$ cat src/rtl/m68k_bus_pkg.sv
// Shared definitions for the 68000 bus responder: state encoding,
// parameter defaults, the latched request record and the window decode.
package m68k_bus_pkg;

  localparam logic [22:0] DEF_BASE_ADDR   = 23'h000000;
  localparam logic [22:0] DEF_ADDR_MASK   = 23'h7F0000;
  localparam int          DEF_WAIT_STATES = 0;
  localparam int          DEF_TIMEOUT     = 64;

  localparam logic [2:0] ST_IDLE   = 3'd0;
  localparam logic [2:0] ST_ACCESS = 3'd1;
  localparam logic [2:0] ST_WAIT   = 3'd2;
  localparam logic [2:0] ST_ACK    = 3'd3;
  localparam logic [2:0] ST_BERR   = 3'd4;
  localparam logic [2:0] ST_TERM   = 3'd5;

  typedef struct packed {
    logic [22:0] addr;
    logic        rw;     // 1 = read
    logic [15:0] wdata;
    logic [1:0]  be;     // {upper, lower}
  } bus_req_t;

  function automatic logic in_window(input logic [22:0] a,
                                     input logic [22:0] base,
                                     input logic [22:0] mask);
    return (a & mask) == (base & mask);
  endfunction

endpackage

$ cat src/rtl/sync.sv
// Two-flop synchronizer for one asynchronous, idle-high bus strobe.
module sync (
  input  logic clk,
  input  logic rstn,
  input  logic i_d,
  output logic o_q
);

  logic r_meta;
  logic r_q;

  always_ff @(posedge clk) begin
    if (!rstn) begin
      r_meta <= 1'b1;
      r_q    <= 1'b1;
    end else begin
      r_meta <= i_d;
      r_q    <= r_meta;
    end
  end

  assign o_q = r_q;

endmodule

$ cat src/rtl/m68k_bus_responder.sv
// 68000 asynchronous bus slave bridging to a single-cycle-strobe local
// memory port, with address window decode, wait states and bus-error timeout.
module m68k_bus_responder
  import m68k_bus_pkg::*;
#(
  parameter logic [22:0] BASE_ADDR   = DEF_BASE_ADDR,
  parameter logic [22:0] ADDR_MASK   = DEF_ADDR_MASK,
  parameter int          WAIT_STATES = DEF_WAIT_STATES,
  parameter int          TIMEOUT     = DEF_TIMEOUT
) (
  input  logic        clk,
  input  logic        rstn,
  input  logic [22:0] addr,
  input  logic [15:0] data_in,
  output logic [15:0] data_out,
  output logic        data_oe,
  input  logic        ASn,
  input  logic        R_Wn,
  input  logic        UDSn,
  input  logic        LDSn,
  output logic        DTACKn,
  output logic        BERRn,
  output logic [22:0] mem_addr,
  output logic [15:0] mem_wdata,
  output logic [1:0]  mem_be,
  output logic        mem_re,
  output logic        mem_we,
  input  logic [15:0] mem_rdata,
  input  logic        mem_ready
);

  localparam int TW = $clog2(TIMEOUT + 1);
  localparam int WW = (WAIT_STATES > 1) ? $clog2(WAIT_STATES + 1) : 1;

  logic w_as_n, w_uds_n, w_lds_n;

  sync u_sync_as  (.clk(clk), .rstn(rstn), .i_d(ASn),  .o_q(w_as_n));
  sync u_sync_uds (.clk(clk), .rstn(rstn), .i_d(UDSn), .o_q(w_uds_n));
  sync u_sync_lds (.clk(clk), .rstn(rstn), .i_d(LDSn), .o_q(w_lds_n));

  logic [2:0]    r_state;
  bus_req_t      r_req;
  logic [15:0]   r_dout;
  logic          r_oe;
  logic          r_dtack_n;
  logic          r_berr_n;
  logic          r_re;
  logic          r_we;
  logic [TW-1:0] r_tcnt;
  logic [WW-1:0] r_wcnt;
  logic [1:0]    r_settle;
  logic          r_armed;

  logic [TW-1:0] w_tcnt_nxt;
  logic          w_tmo;
  logic          w_start;

  assign w_tcnt_nxt = r_tcnt + TW'(1);
  assign w_tmo      = (w_tcnt_nxt == TW'(TIMEOUT));
  assign w_start    = r_armed && !w_as_n && (!w_uds_n || !w_lds_n);

  // Synchronizers reset to "idle", so ASn is only trusted as high once they
  // have refilled from the real pins; this keeps a cycle that straddles
  // reset from being decoded.
  always_ff @(posedge clk) begin
    if (!rstn) begin
      r_state   <= ST_IDLE;
      r_req     <= '0;
      r_dout    <= '0;
      r_oe      <= 1'b0;
      r_dtack_n <= 1'b1;
      r_berr_n  <= 1'b1;
      r_re      <= 1'b0;
      r_we      <= 1'b0;
      r_tcnt    <= '0;
      r_wcnt    <= '0;
      r_settle  <= '0;
      r_armed   <= 1'b0;
    end else begin
      r_re <= 1'b0;
      r_we <= 1'b0;
      if (r_settle != 2'd2) r_settle <= r_settle + 2'd1;
      else if (w_as_n)      r_armed  <= 1'b1;

      case (r_state)
        ST_IDLE: begin
          if (w_start) begin
            r_armed <= 1'b0;
            r_req   <= '{addr: addr, rw: R_Wn, wdata: data_in,
                         be: {~w_uds_n, ~w_lds_n}};
            r_tcnt  <= '0;
            r_wcnt  <= '0;
            if (in_window(addr, BASE_ADDR, ADDR_MASK)) begin
              r_state <= ST_ACCESS;
              r_re    <= R_Wn;
              r_we    <= ~R_Wn;
            end else begin
              r_state <= ST_TERM;
            end
          end
        end

        ST_ACCESS: begin
          if (w_as_n) begin
            r_state <= ST_IDLE;
          end else if (w_tmo) begin
            r_state  <= ST_BERR;
            r_berr_n <= 1'b0;
          end else begin
            r_tcnt <= w_tcnt_nxt;
            if (mem_ready) begin
              r_dout <= mem_rdata;
              if (WAIT_STATES == 0) begin
                r_state   <= ST_ACK;
                r_dtack_n <= 1'b0;
                r_oe      <= r_req.rw;
              end else begin
                r_state <= ST_WAIT;
              end
            end
          end
        end

        ST_WAIT: begin
          if (w_as_n) begin
            r_state <= ST_IDLE;
          end else if (w_tmo) begin
            r_state  <= ST_BERR;
            r_berr_n <= 1'b0;
          end else begin
            r_tcnt <= w_tcnt_nxt;
            if (r_wcnt == WW'(WAIT_STATES - 1)) begin
              r_state   <= ST_ACK;
              r_dtack_n <= 1'b0;
              r_oe      <= r_req.rw;
            end else begin
              r_wcnt <= r_wcnt + WW'(1);
            end
          end
        end

        ST_ACK: begin
          if (w_as_n) begin
            r_state   <= ST_IDLE;
            r_dtack_n <= 1'b1;
            r_oe      <= 1'b0;
          end
        end

        ST_BERR: begin
          if (w_as_n) begin
            r_state  <= ST_IDLE;
            r_berr_n <= 1'b1;
          end
        end

        ST_TERM: begin
          if (w_as_n) r_state <= ST_IDLE;
        end

        default: r_state <= ST_IDLE;
      endcase
    end
  end

  assign data_out  = r_dout;
  assign data_oe   = r_oe;
  assign DTACKn    = r_dtack_n;
  assign BERRn     = r_berr_n;
  assign mem_addr  = r_req.addr;
  assign mem_wdata = r_req.wdata;
  assign mem_be    = r_req.be;
  assign mem_re    = r_re;
  assign mem_we    = r_we;

endmodule

$ cat config.mk
export PLATFORM = sky130hd
export DESIGN_NAME = m68k_bus_responder
export DESIGN_NICKNAME = d
export VERILOG_FILES = /design/src/rtl/m68k_bus_pkg.sv /design/src/rtl/sync.sv /design/src/rtl/m68k_bus_responder.sv
export SDC_FILE = /design/constraint.sdc
export NUM_CORES = 1
export LEC_CHECK = 0
export CAP_MARGIN = 20
export CORE_ASPECT_RATIO = 0.6
export CORE_MARGIN = 5
export CORE_UTILIZATION = 49
export DETAILED_ROUTE_END_ITERATION = 12
export PLACE_DENSITY = 0.83
export SLEW_MARGIN = 20
export SYNTH_ARGS = -nofsm -noshare
export SYNTH_HDL_FRONTEND = slang
export SYNTH_SLANG_ARGS = --single-unit
$ cat constraint.sdc
create_clock -name clk -period 2.93 [get_ports clk]
set_input_delay 0.4395 -clock clk [delete_from_list [all_inputs] [get_ports clk]]
set_output_delay 0.4395 -clock clk [all_outputs]
set_load 0.01 [all_outputs]
==> run_1/final_placement.png <==
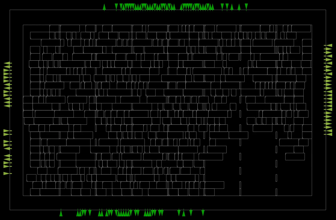
Well Taps: 91
Core Util, Final: 67.6%
number of cell rows: 24
core area: 7210 µm²

==> run_1/metal_stack.png <==
Drawn at 3 px/µm. Two of the layers only.
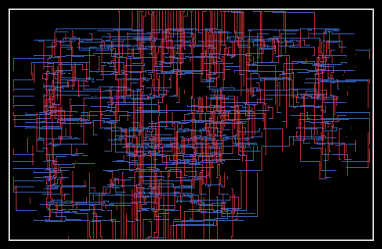
legend:
  met2:
    color: red
    wire_length: 4040 µm
  met1:
    color: blue
    wire_length: 4070 µm

==> run_1/cell_classes.png <==
Drawn at 2 px/µm.
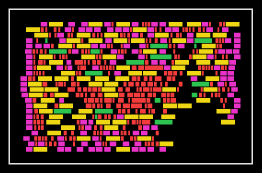
legend:
  clock drivers and dummy loads:
    color: green
    cells: 16
    share_of_their_area: 6.3%
  flops:
    color: yellow
    cells: 83
    share_of_their_area: 35%
  all other logic:
    color: red
    cells: 292
    share_of_their_area: 32%
  other buffers and delay cells:
    color: magenta
    cells: 127
    share_of_their_area: 27%
Final Instance Area: 4870 µm²
sequential cell area share: 34.1%

==> run_1/registers.png <==
Drawn at 4 px/µm. Other sequential cells in the stronger gray, the rest of the logic in the fainter gray.
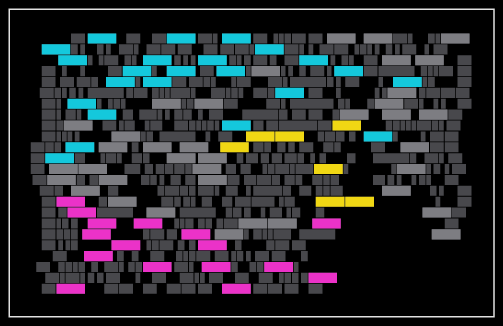
legend:
  mem_addr:
    color: cyan
    placed_flops: 23
  data_out:
    color: magenta
    placed_flops: 16
  r_tcnt:
    color: yellow
    placed_flops: 7
not colored: 37

run 1: layout make-up:
| type | instances | area share, % |
|---|---|---|
| multi-input cells | 285 | 31.0 |
| clock buffers | 13 | 5.14 |
| inverters | 7 | 0.540 |
| repair buffers | 127 | 25.9 |
| well taps | 91 | 2.34 |
| clock inverters | 3 | 0.976 |
| flip-flops and latches | 83 | 34.1 |
run 1: sequential cells by signal, summed over array words and instances (netlist names), 2 cells and up:
register / count
r_settle: 2
r_state: 3
r_tcnt: 7
mem_addr: 23
mem_wdata: 16
data_out: 16
mem_be: 2
run 1: through the flow:
step / worst slack (ps) / hold slack (ps) / cell area, µm² / util (%)
after CTS: 631 / 406 / 4870 / 67.6
after global placement: 766 / 391 / 4570 / 63.4
after detailed placement: 627 / 392 / 4570 / 63.4
after floorplan: 1080 / 386 / 3610 / -
final: 634 / 404 / 4870 / 67.6
after global routing: 358 / 426 / 4870 / 67.6
run 1: kinds of logic after synthesis:
kind of cell / Yosys count / synth area share [%]
and+or+nand+nor: 178 / 22.7
AOI/OAI and AO/OA: 104 / 18.1
DFF: 83 / 46.0
buffers and inverters: 76 / 12.3
adders and majority gates: 2 / 0.693
xor gates and xnor gates: 1 / 0.243
run 1: power groups by stage:
stage / combinational, mW / sequential (mW) / clock (mW)
final: 0.376 / 1.23 / 1.13
after CTS: 0.374 / 1.23 / 1.15
after detailed placement: 0.370 / 1.26 / 0
after floorplan: 0.269 / 1.21 / 0
after global routing: 0.418 / 1.24 / 1.21
after global placement: 0.364 / 1.25 / 0
run 1: cells in the final DEF, fill, tap and decap left out, types with 3 or more instances in the layout:
cell / Yosys / layout
clkdlybuf4s50_1: 0 / 123
nand2_1: 104 / 104
dfxtp_1: 83 / 83
a21oi_1: 50 / 50
o21ai_0: 22 / 22
nand3_1: 20 / 20
nor2_1: 12 / 12
nand2b_1: 9 / 9
clkbuf_16: 0 / 9
inv_1: 6 / 6
nor3_1: 6 / 6
or2_2: 4 / 4
buf_4: 41 / 4
or3_1: 3 / 3
o31ai_1: 3 / 3
nor2b_1: 3 / 3
a211oi_1: 3 / 3
clkbuf_1: 21 / 3
run 1: path summary, 6_finish.rpt:
| kind | start | endpoint |
|---|---|---|
| setup reg to reg | r_tcnt[1]$_SDFFE_PN0P_ | data_out[15]$_SDFFE_PN0P_ |
| setup / recovery | r_tcnt[1]$_SDFFE_PN0P_ | data_out[15]$_SDFFE_PN0P_ |
| hold reg to reg | u_sync_as.r_meta$_SDFF_PN1_ | u_sync_as.o_q$_SDFF_PN1_ |
| hold / removal | u_sync_as.r_meta$_SDFF_PN1_ | u_sync_as.o_q$_SDFF_PN1_ |
run 1: metal layers:
layer	wire [µm]	up-vias	global-route usage, %
met5	0	-	0
met4	161	0	7.35
met3	621	15	7.42
met2	4040	110	30.3
met1	4070	1424	25.9
li1	-	1592	-
==> flow_metrics.py, run 1 <==
# Synthesis and PnR figures
metrics = {
    "outcome": {
        "status": "finished, final reports clean",
    },
    "pwr": {
        "power_frac_comb_pct": 13.7,
        "swShare_pct": 24.8,
        "p_per_area_nw_per_um2": 562,
        "power_leakage_nw": 1.69,
    },
    "cts": {
        "clk_pin_slew_ps": 60,
        "clock_latency_ps": 330,
        "cts_buffer_depth": 2,
        "cts.sinks": 83,
        "cts_hold_buf": 0,
        "cts_tree": "yes",
        "htree_levels": 3,
    },
    "place": {
        "port_buffers": 123,
        "dp_cells": 593,
    },
    "grt": {
        "grt_max_degree": 52,
    },
    "run": {
        "drv_cap": 0,
        "warning_count": 26,
    },
    "route": {
        "viasPerCell": 5.16,
        "wire_per_inst_um": 14.6,
        "drt_iter0_drc": 296,
        "postRouteAntennaNets": 0,
        "drt-total-wl_mm": 8.89,
        "first_pass_iters": 4,
        "drc": 0,
    },
    "final_timing": {
        "setup_tns_ps": 0,
        "fin_crit_sh_pct": 78.4,
        "timing.slew.headroom_pct": 46.9,
        "fin_crit_ps": 2300,
        "max_freq_ghz": 0.436,
    },
    "finish": {
        "drive_gt1_share_pct": 5.98,
        "nFillCells": 583,
    },
    "synth": {
        "synthTopCellsByCount": "104 x nand2_1, 83 x dfxtp_1, 50 x a21oi_1",
        "synth_top_area_share_pct": 46.0,
        "synth_top_flop_cell": "dfxtp_1",
        "yosysWarnings": 0,
        "syn_avg_cell_area_um2": 8.13,
        "async_flop_share_pct": 0,
        "syn_area_um2": 3610,
        "yosysTopAreaCell": "dfxtp_1",
    },
    "floorplan": {
        "die_w_um": 121,
    },
    "worst_setup_path": {
        "crit_family": "simple AND/OR/NAND/NOR gates",
        "cp_max_fo": 32,
        "slowest_stage": "nand4_2",
        "cp.depth": 6,
    },
    "min_path": {
        "worstHoldPathCells": 1,
        "hold_class": "reg -> reg",
    },
}
==> run_1/met3.png <==
Drawn at 3 px/µm.
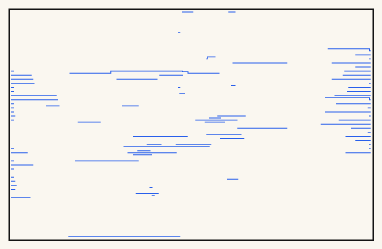

--- run 2 (diff from run 1) ---
--- a/config.mk
+++ b/config.mk
@@ -8,9 +8,9 @@
 export CAP_MARGIN = 20
 export CORE_ASPECT_RATIO = 0.6
 export CORE_MARGIN = 5
-export CORE_UTILIZATION = 49
+export CORE_UTILIZATION = 45
 export DETAILED_ROUTE_END_ITERATION = 12
-export PLACE_DENSITY = 0.83
+export PLACE_DENSITY = 0.76
 export SLEW_MARGIN = 20
 export SYNTH_ARGS = -nofsm -noshare
 export SYNTH_HDL_FRONTEND = slang
==> constraint.sdc (replaced) <==
create_clock -name clk -period 2.15 [get_ports clk]
set_input_delay 0.3225 -clock clk [delete_from_list [all_inputs] [get_ports clk]]
set_output_delay 0.3225 -clock clk [all_outputs]
set_load 0.01 [all_outputs]
==> run_2/met3.png <==
Drawn at 3 px/µm.
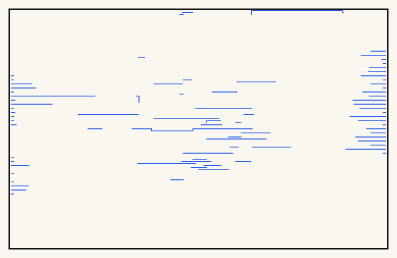
share of all routed wire: 6.3%
wire length on this layer: 569 µm
nets with wire on the layer: 69
longest straight run: 30.4 µm

==> run_2/final_placement.png <==
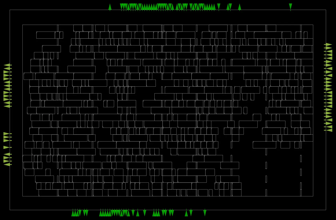
core area: 7850 µm²
Well Taps: 108

==> flow_metrics.py, run 2 <==
# Synthesis and PnR figures
metrics = {
    "outcome": {
        "status": "finished, final reports clean",
    },
    "finish": {
        "drive_gt1_share_pct": 8.90,
        "nFillCells": 642,
        "final_common_cell": "clkdlybuf4s50_1",
    },
    "route": {
        "postRouteAntennaNets": 0,
        "drt-total-wl_mm": 9.04,
        "drc": 0,
        "wire_per_inst_um": 14.2,
        "viasPerCell": 5.03,
    },
    "final_timing": {
        "setup_tns_ps": 0,
        "fin_crit_ps": 2070,
        "layout_setup_ws_ps": 81.3,
    },
    "synth": {
        "async_flop_share_pct": 0,
        "yosysTopAreaCell": "dfxtp_1",
        "synthTopCellsByCount": "104 x nand2_1, 83 x dfxtp_1, 50 x a21oi_1",
        "compound_area_share_pct": 18.1,
        "simple_gate_share_pct": 22.7,
        "yosysWarnings": 0,
        "topCombFamilyByArea": "simple AND/OR/NAND/NOR gates",
        "ys_sh_mux_pct": 0,
    },
    "place": {
        "dp_slack_ps": 41.6,
        "port_buffers": 123,
    },
    "floorplan": {
        "core.rowCount": 25,
    },
    "pwr": {
        "p_per_area_nw_per_um2": 796,
        "power_leakage_nw": 1.77,
    },
    "min_path": {
        "hold_class": "reg -> reg",
    },
    "grt": {
        "grt_max_degree": 52,
    },
    "cts": {
        "cts_buffer_depth": 2,
        "cts.sinks": 83,
    },
}
[run 2: through the flow]
| step | instance area, µm² | instances |
|---|---|---|
| after floorplan | 3610 | 444 |
| after global placement | 4680 | 618 |
| after detailed placement | 4680 | 618 |
| after CTS | 5020 | 634 |
| after global routing | 5040 | 636 |
| final | 5040 | 636 |
[run 2: kinds of logic (layout without fill, tap and decap cells)]
family | after synthesis | count (layout)
fa+ha+maj | 2 | 2
buf+inv | 76 | 160
simple gates | 178 | 178
flops | 83 | 83
compound gates | 104 | 104
xor+xnor | 1 | 1
[run 2: final cells by class]
type / count / area (µm²) / area share [%]
inverters: 7 / 26.3 / 0.521
multi-input cells: 285 / 1510 / 30.0
clock inverters: 7 / 121 / 2.41
well taps: 108 / 135 / 2.68
repair buffers: 137 / 1360 / 27.0
flip-flops and latches: 83 / 1660 / 33.0
clock buffers: 9 / 225 / 4.46
[run 2: timing repair]
action                     4_1_cts  5_1_grt
setup endpoints to repair        0        9
resized                          0        3
setup buffers                    0        2
hold buffers                     0        0
[run 2: power by group]
part | switching, mW | leakage [nW] | total, mW | internal [mW]
registers | 0.0626 | 0.672 | 1.66 | 1.60
logic | 0.280 | 0.930 | 0.591 | 0.311
clock network | 0.624 | 0.170 | 1.77 | 1.14
total | 0.966 | 1.77 | 4.01 | 3.05
[run 2: worst paths after layout]
check | start | endpoint | slack [ps] | depth (start not counted)
worst max-delay path | r_tcnt[0]$_SDFFE_PN0P_ | r_tcnt[0]$_SDFFE_PN0P_ | 80 | 8
worst min-delay path | u_sync_as.r_meta$_SDFF_PN1_ | u_sync_as.o_q$_SDFF_PN1_ | 410 | 1
worst max register to register | r_tcnt[0]$_SDFFE_PN0P_ | r_tcnt[0]$_SDFFE_PN0P_ | 80 | 8
worst min register to register | u_sync_as.r_meta$_SDFF_PN1_ | u_sync_as.o_q$_SDFF_PN1_ | 410 | 1
[run 2: worst max-delay path: stages, from the launching register on]
cell and delay [ps]:
dfxtp_2 400, ha_2 230, nand2_1 90, a311oi_4 390, o21ai_4 160, a211oi_4 280, buf_4 180, o21ai_0 80
a21oi_1 170
[run 2: per-layer routing]
metal / routed length [µm] / vias up / global-route usage [%]
met4: 105 / 0 / 5.52
li1: - / 1616 / -
met5: 0 / - / 0
met1: 4250 / 1463 / 23.9
met2: 4110 / 110 / 28.7
met3: 569 / 9 / 6.35
Power is estimated from default activity; no workload was simulated.
